Fig. 1: clock wiring as the flow saved it
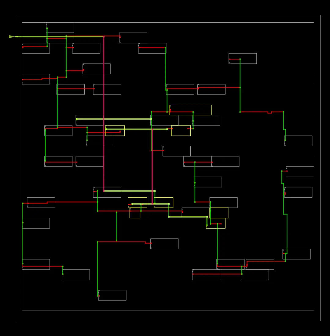
Fig. 2: routed clock nets over the placement
Bar = 20 µm.
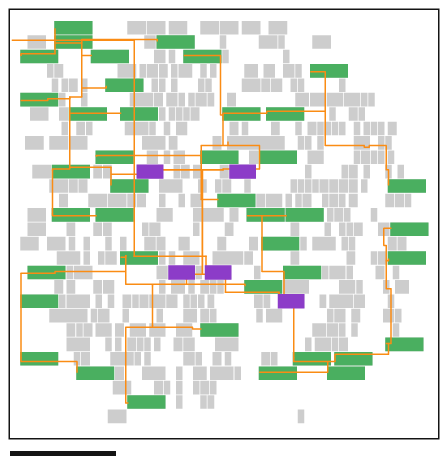
Fig. 3: gate families picked out
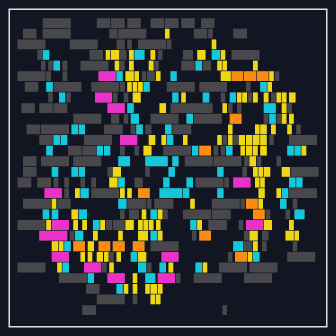
Fig. 4: placed cells, one colour a class
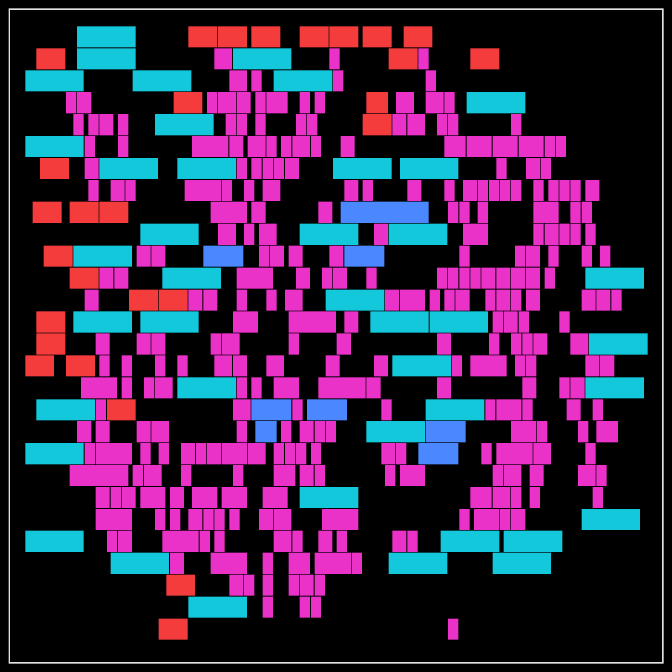
Fig. 5: I/O nets highlighted
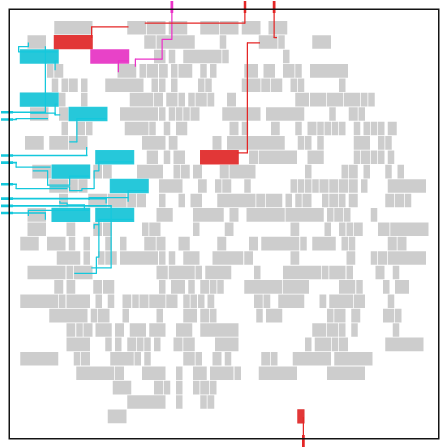
File: config.mk
export PLATFORM = sky130hd
export DESIGN_NAME = uart_rx_frame_parser
export DESIGN_NICKNAME = d
export VERILOG_FILES = /design/src/rtl/uart_rx_frame_parser.sv
export SDC_FILE = /design/constraint.sdc
export NUM_CORES = 1
export LEC_CHECK = 0
export ABC_AREA = 1
export CAP_MARGIN = 10
export CORE_MARGIN = 1.5
export CORE_UTILIZATION = 40
export CTS_CLUSTER_SIZE = 20
export DETAILED_ROUTE_END_ITERATION = 10
export GPL_TIMING_DRIVEN = 1
export SYNTH_ARGS = -nofsm -noshare
export SYNTH_HDL_FRONTEND = slang
export SYNTH_SLANG_ARGS = --single-unit
File: constraint.sdc
create_clock -name clk -period 4.7 [get_ports clk]
set_input_delay 1.41 -clock clk [delete_from_list [all_inputs] [get_ports clk]]
set_output_delay 1.41 -clock clk [all_outputs]
set_load 0.01 [all_outputs]
File: src/rtl/uart_rx_frame_parser.sv
// uart_rx_frame_parser
//   Pops bytes from the UART receive FIFO, hunts for the start-of-frame
//   marker and parses frames of the form SOF | LEN | PAYLOAD[LEN] | CHK.
//   Payload bytes are forwarded on a registered valid/ready stream with a
//   last marker. A one-cycle frame_done pulse reports the outcome of every
//   frame: ok, checksum error, length error, line error or timeout.
//
//   The checksum covers LEN and every payload byte. A frame is good when
//   (LEN + sum(PAYLOAD) + CHK) mod 256 == 0.
//
//   Optional feature: define UART_PARSER_TIMEOUT_EN to add the to_cycles
//   port and an inter-byte timeout that aborts a stalled frame. Without the
//   macro a frame waits indefinitely for its next byte.

module uart_rx_frame_parser #(
  parameter logic [7:0] SOF_BYTE = 8'h7E,
  parameter int         MAX_LEN  = 64
`ifdef UART_PARSER_TIMEOUT_EN
  ,
  parameter int         TO_BITS  = 16
`endif
) (
  input  logic               clk,
  input  logic               reset,
  input  logic               rx_empty,
  input  logic [7:0]         data_r,
  input  logic               rx_line_err,
  output logic               rd_uart,
  output logic [7:0]         out_data,
  output logic               out_valid,
  output logic               out_last,
  input  logic               out_ready,
  output logic               frame_done,
  output logic               frame_ok,
  output logic [2:0]         err_code
`ifdef UART_PARSER_TIMEOUT_EN
  ,
  input  logic [TO_BITS-1:0] to_cycles
`endif
);

  localparam logic [1:0] ST_IDLE = 2'd0;
  localparam logic [1:0] ST_LEN  = 2'd1;
  localparam logic [1:0] ST_PAY  = 2'd2;
  localparam logic [1:0] ST_CHK  = 2'd3;

  localparam logic [2:0] ERR_OK      = 3'd0;
  localparam logic [2:0] ERR_CHK     = 3'd1;
  localparam logic [2:0] ERR_LEN     = 3'd2;
  localparam logic [2:0] ERR_LINE    = 3'd3;
  localparam logic [2:0] ERR_TIMEOUT = 3'd4;

  localparam logic [7:0] MAX_LEN_B = 8'(MAX_LEN);

  logic [1:0] state;
  logic [7:0] sum;
  logic [7:0] count;
  logic [7:0] len;
  logic       fetch_pend;
  logic       line_abort;
  logic       to_hit;
  logic       abort_any;
  logic [7:0] chk_total;
  logic       pay_is_last;

  // A line error only matters once a frame has started; in IDLE it is noise.
  assign line_abort = rx_line_err && (state != ST_IDLE);

`ifdef UART_PARSER_TIMEOUT_EN
  logic [TO_BITS-1:0] to_cnt;
  logic [TO_BITS-1:0] to_cnt_next;

  assign to_cnt_next = to_cnt + {{(TO_BITS-1){1'b0}}, 1'b1};

  // Fires on the cycle the counter would reach the limit; a zero limit disables it.
  assign to_hit = (state != ST_IDLE) && (to_cycles != '0) && (to_cnt_next == to_cycles);

  // Inter-byte timer: restarts on every captured byte and only runs inside a frame.
  always_ff @(posedge clk) begin
    if (reset || (state == ST_IDLE) || fetch_pend || abort_any) begin
      to_cnt <= '0;
    end else begin
      to_cnt <= to_cnt_next;
    end
  end
`else
  assign to_hit = 1'b0;
`endif

  assign abort_any   = line_abort || to_hit;
  assign chk_total   = sum + data_r;
  assign pay_is_last = (count == (len - 8'd1));

  // Every state consumes bytes, so a pop is issued whenever the FIFO has data,
  // no earlier pop is still being captured, the output register is free and
  // the frame is not being aborted this cycle (so no byte is popped only to be lost).
  assign rd_uart = !reset && !abort_any && !fetch_pend && !out_valid && !rx_empty;

  // Frame FSM, checksum/count bookkeeping, output register and status pulses.
  always_ff @(posedge clk) begin
    if (reset) begin
      state      <= ST_IDLE;
      sum        <= 8'h00;
      count      <= 8'h00;
      len        <= 8'h00;
      fetch_pend <= 1'b0;
      out_data   <= 8'h00;
      out_valid  <= 1'b0;
      out_last   <= 1'b0;
      frame_done <= 1'b0;
      frame_ok   <= 1'b0;
      err_code   <= ERR_OK;
    end else begin
      frame_done <= 1'b0;
      frame_ok   <= 1'b0;
      err_code   <= ERR_OK;
      fetch_pend <= rd_uart;

      if (out_valid && out_ready) begin
        out_valid <= 1'b0;
        out_last  <= 1'b0;
      end

      if (abort_any) begin
        frame_done <= 1'b1;
        err_code   <= line_abort ? ERR_LINE : ERR_TIMEOUT;
        state      <= ST_IDLE;
        if (out_valid && !out_ready) begin
          out_last <= 1'b1;
        end
      end else if (fetch_pend) begin
        case (state)
          ST_IDLE: begin
            if (data_r == SOF_BYTE) begin
              sum   <= 8'h00;
              count <= 8'h00;
              state <= ST_LEN;
            end
          end
          ST_LEN: begin
            sum   <= data_r;
            len   <= data_r;
            count <= 8'h00;
            if (data_r > MAX_LEN_B) begin
              frame_done <= 1'b1;
              err_code   <= ERR_LEN;
              state      <= ST_IDLE;
            end else if (data_r == 8'h00) begin
              state <= ST_CHK;
            end else begin
              state <= ST_PAY;
            end
          end
          ST_PAY: begin
            out_data  <= data_r;
            out_valid <= 1'b1;
            out_last  <= pay_is_last;
            sum       <= sum + data_r;
            count     <= count + 8'd1;
            if (pay_is_last) begin
              state <= ST_CHK;
            end
          end
          ST_CHK: begin
            frame_done <= 1'b1;
            frame_ok   <= (chk_total == 8'h00);
            err_code   <= (chk_total == 8'h00) ? ERR_OK : ERR_CHK;
            state      <= ST_IDLE;
          end
          default: begin
            state <= ST_IDLE;
          end
        endcase
      end
    end
  end

endmodule
==> results.yml <==
# yosys + openroad results
worst_setup_path:
  start_kind: "input port"
  cp.depth: 7
  cpMostUsedCell: "clkdlybuf4s50_1"
  crit_family: "buffers and inverters"
  cp-end-kind: "output pin"
  critPathKind: "in -> out"
clock_network:
  clockBufferDepth: 2
  cts_sinks: 41
detailed_routing:
  drc: 0
  via_per_inst: 5.15
  drtIter0Drc: 76
  drtPass1Iterations: 4
final_layout:
  fillers: 623
  ff_latch_area_um2: 821
  areaGrowthSynthToFinish_pct: 18.6
  layout-drive-gt1-share_pct: 5.01
  diodes: 0
synth:
  synth_flops: 41
  ys_cells: 352
  syn_avg_cell_area_um2: 6.89
  synth_area_mm2: 0.00242
  ys_types: 33
  yosys.area.top_type: "dfxtp_1"
final_timing:
  setup_viol: 0
  fin_crit_ps: 4410
  period_used_pct: 93.9
  holdWs_ps: 473
  worst_pin_slew_ps: 816
run:
  tool_warnings: 29
  drv_cap: 0
worst_hold_path:
  min_path_type: "reg -> reg"
power:
  p_leak_nw: 1.21
  ir_drop_mv: 0.142
global_routing:
  gr-total-overflow: 0
  antenna_found_initial: 0
status:
  outcome: "complete, no violations"
die:
  die_h_um: 80.9
  core-area_mm2: 0.00589
  row_count: 28
  die-area_mm2: 0.00654
placed_design:
  dp.cells: 446
  hpwl_um: 4550
About Fig. 1:
clkbuf count: 6
number of buffers created by CTS: 5
Flops: 41
clk_lat worst skew: 290 ps

About Fig. 2:
Green marks flip-flops, count 41. Purple marks clock-net drivers, count 5. Orange marks clock wires, length 625 µm.
Position of the flops: all over the die.

About Fig. 3:
Orange marks xor and xnor cells, cells 14, most used xor2_1. Yellow marks nand cells, cells 119, most used nand2_1. Cyan marks aoi and oai cells, cells 73, most used a21oi_1. Magenta marks fa/ha/maj cells, cells 14, most used ha_1.

About Fig. 4:
Cyan marks registers, cells 41, share of their area 29%. Red marks remaining buffers and delay cells, cells 28, share of their area 10%. Blue marks clock drivers and dummy loads, cells 8, share of their area 4.3%. Magenta marks remaining logic cells, cells 302, share of their area 56%.

About Fig. 5:
Red marks err_code, bits 3, direction output, edge 2 top, 1 bottom, end cells 3, buffers 2, wire 63.9 µm. Magenta marks frame_ok, bits 1, direction output, edge top, end cells 1, buffers 1, wire 21.1 µm. Cyan marks out_data, bits 8, direction output, edge left, end cells 8, buffers 8, wire 245 µm.

## path summary, 6_finish.rpt
path | endpoint | start
worst max register to register | out_data[4] | state[0]
worst max-delay path | rd_uart | rx_line_err
worst min-delay path | sum[0] | sum[0]
worst min register to register | sum[0] | sum[0]
## cells in the mapped netlist, drive strengths merged
master and number:
nand2 87, inv 44, dfxtp 41, a21oi 36, nor2 27, o21ai 25, nand3 18, ha 13
nand4 12, xor2 9, clkbuf 6, xnor2 5, nor3 4, nor4 4, o22ai 4, a31oi 3
buf 3, nand3b 2, o21bai 2, a211oi 1, a22o 1, conb 1, fa 1, o2111ai 1
o211ai 1, or2 1
## worst reg2reg max path, cell delays in order, from the launching register on
cell and delay [ps]:
dfxtp_1 360, inv_1 150, ha_1 400, nand2_1 160, nor2_1 660, inv_1 210
nor2_1 150, nor2_1 60
## logic make-up after synthesis
family | count (synthesis) | share of synthesized area, %
buffers and inverters | 53 | 8.46
AND-OR/OR-AND | 74 | 17.4
XOR/XNOR | 14 | 5.06
adder cells (fa/ha/maj) | 14 | 7.53
other | 1 | 0.155
AND/OR/NAND/NOR | 155 | 27.5
flip-flops | 41 | 33.8
## flip-flops by register name, summed over array words and instances (netlist names), named ones only
register	flops
len	8
fetch_pend	1
err_code	2
count	8
out_valid	1
out_data	8
frame_done	1
sum	8
frame_ok	1
state	1
## final cells by class
cell class / count / share of cell area (%)
inverter: 44 / 5.74
tap: 75 / 3.26
timing repair buffer: 28 / 9.66
clock inverter: 2 / 1.30
clock buffer: 6 / 2.87
multi-input combinational: 258 / 48.6
sequential: 41 / 28.5
## metal layers
metal	part of all wire (%)	routed length (µm)	track usage, %	up-vias
li1	-	-	-	1220
met1	48	2920	25.9	1058
met2	44	2680	32.8	48
met3	4.7	281	4.94	10
met4	2.6	156	8.10	0
met5	0	0	0	-
## through the flow
stage	power, mW	setup slack [ps]	cell area (µm²)
6_report	0.701	286	2880
5_1_grt	0.731	145	2880
4_1_cts	0.709	301	2880
3_5_place_dp	0.402	310	2760
3_3_place_gp	0.402	342	2760
2_1_floorplan	0.379	1140	2420
## placed cells by master (no fill, tap or decap), types with 2 or more instances in the layout
cell type	instances
inv_1	41
o22ai_1	4
nand4_1	12
clkbuf_8	6
inv_2	3
nand2_1	86
o21ai_0	23
ha_1	13
a21oi_1	35
a31oi_1	3
nand3_1	18
nor4_1	4
o21bai_1	2
dfxtp_1	41
nor3_1	4
nand3b_1	2
xnor2_1	5
clkdlybuf4s50_1	27
nor2_2	2
nor2_1	25
xor2_1	9
## power by group
part	total, mW	switching [mW]	internal (mW)	leakage, nW
combinational	0.0451	0.0270	0.0181	0.823
clock	0.307	0.134	0.173	0.0574
sequential	0.349	0.00114	0.348	0.330
Power and IR drop assume default switching activity.
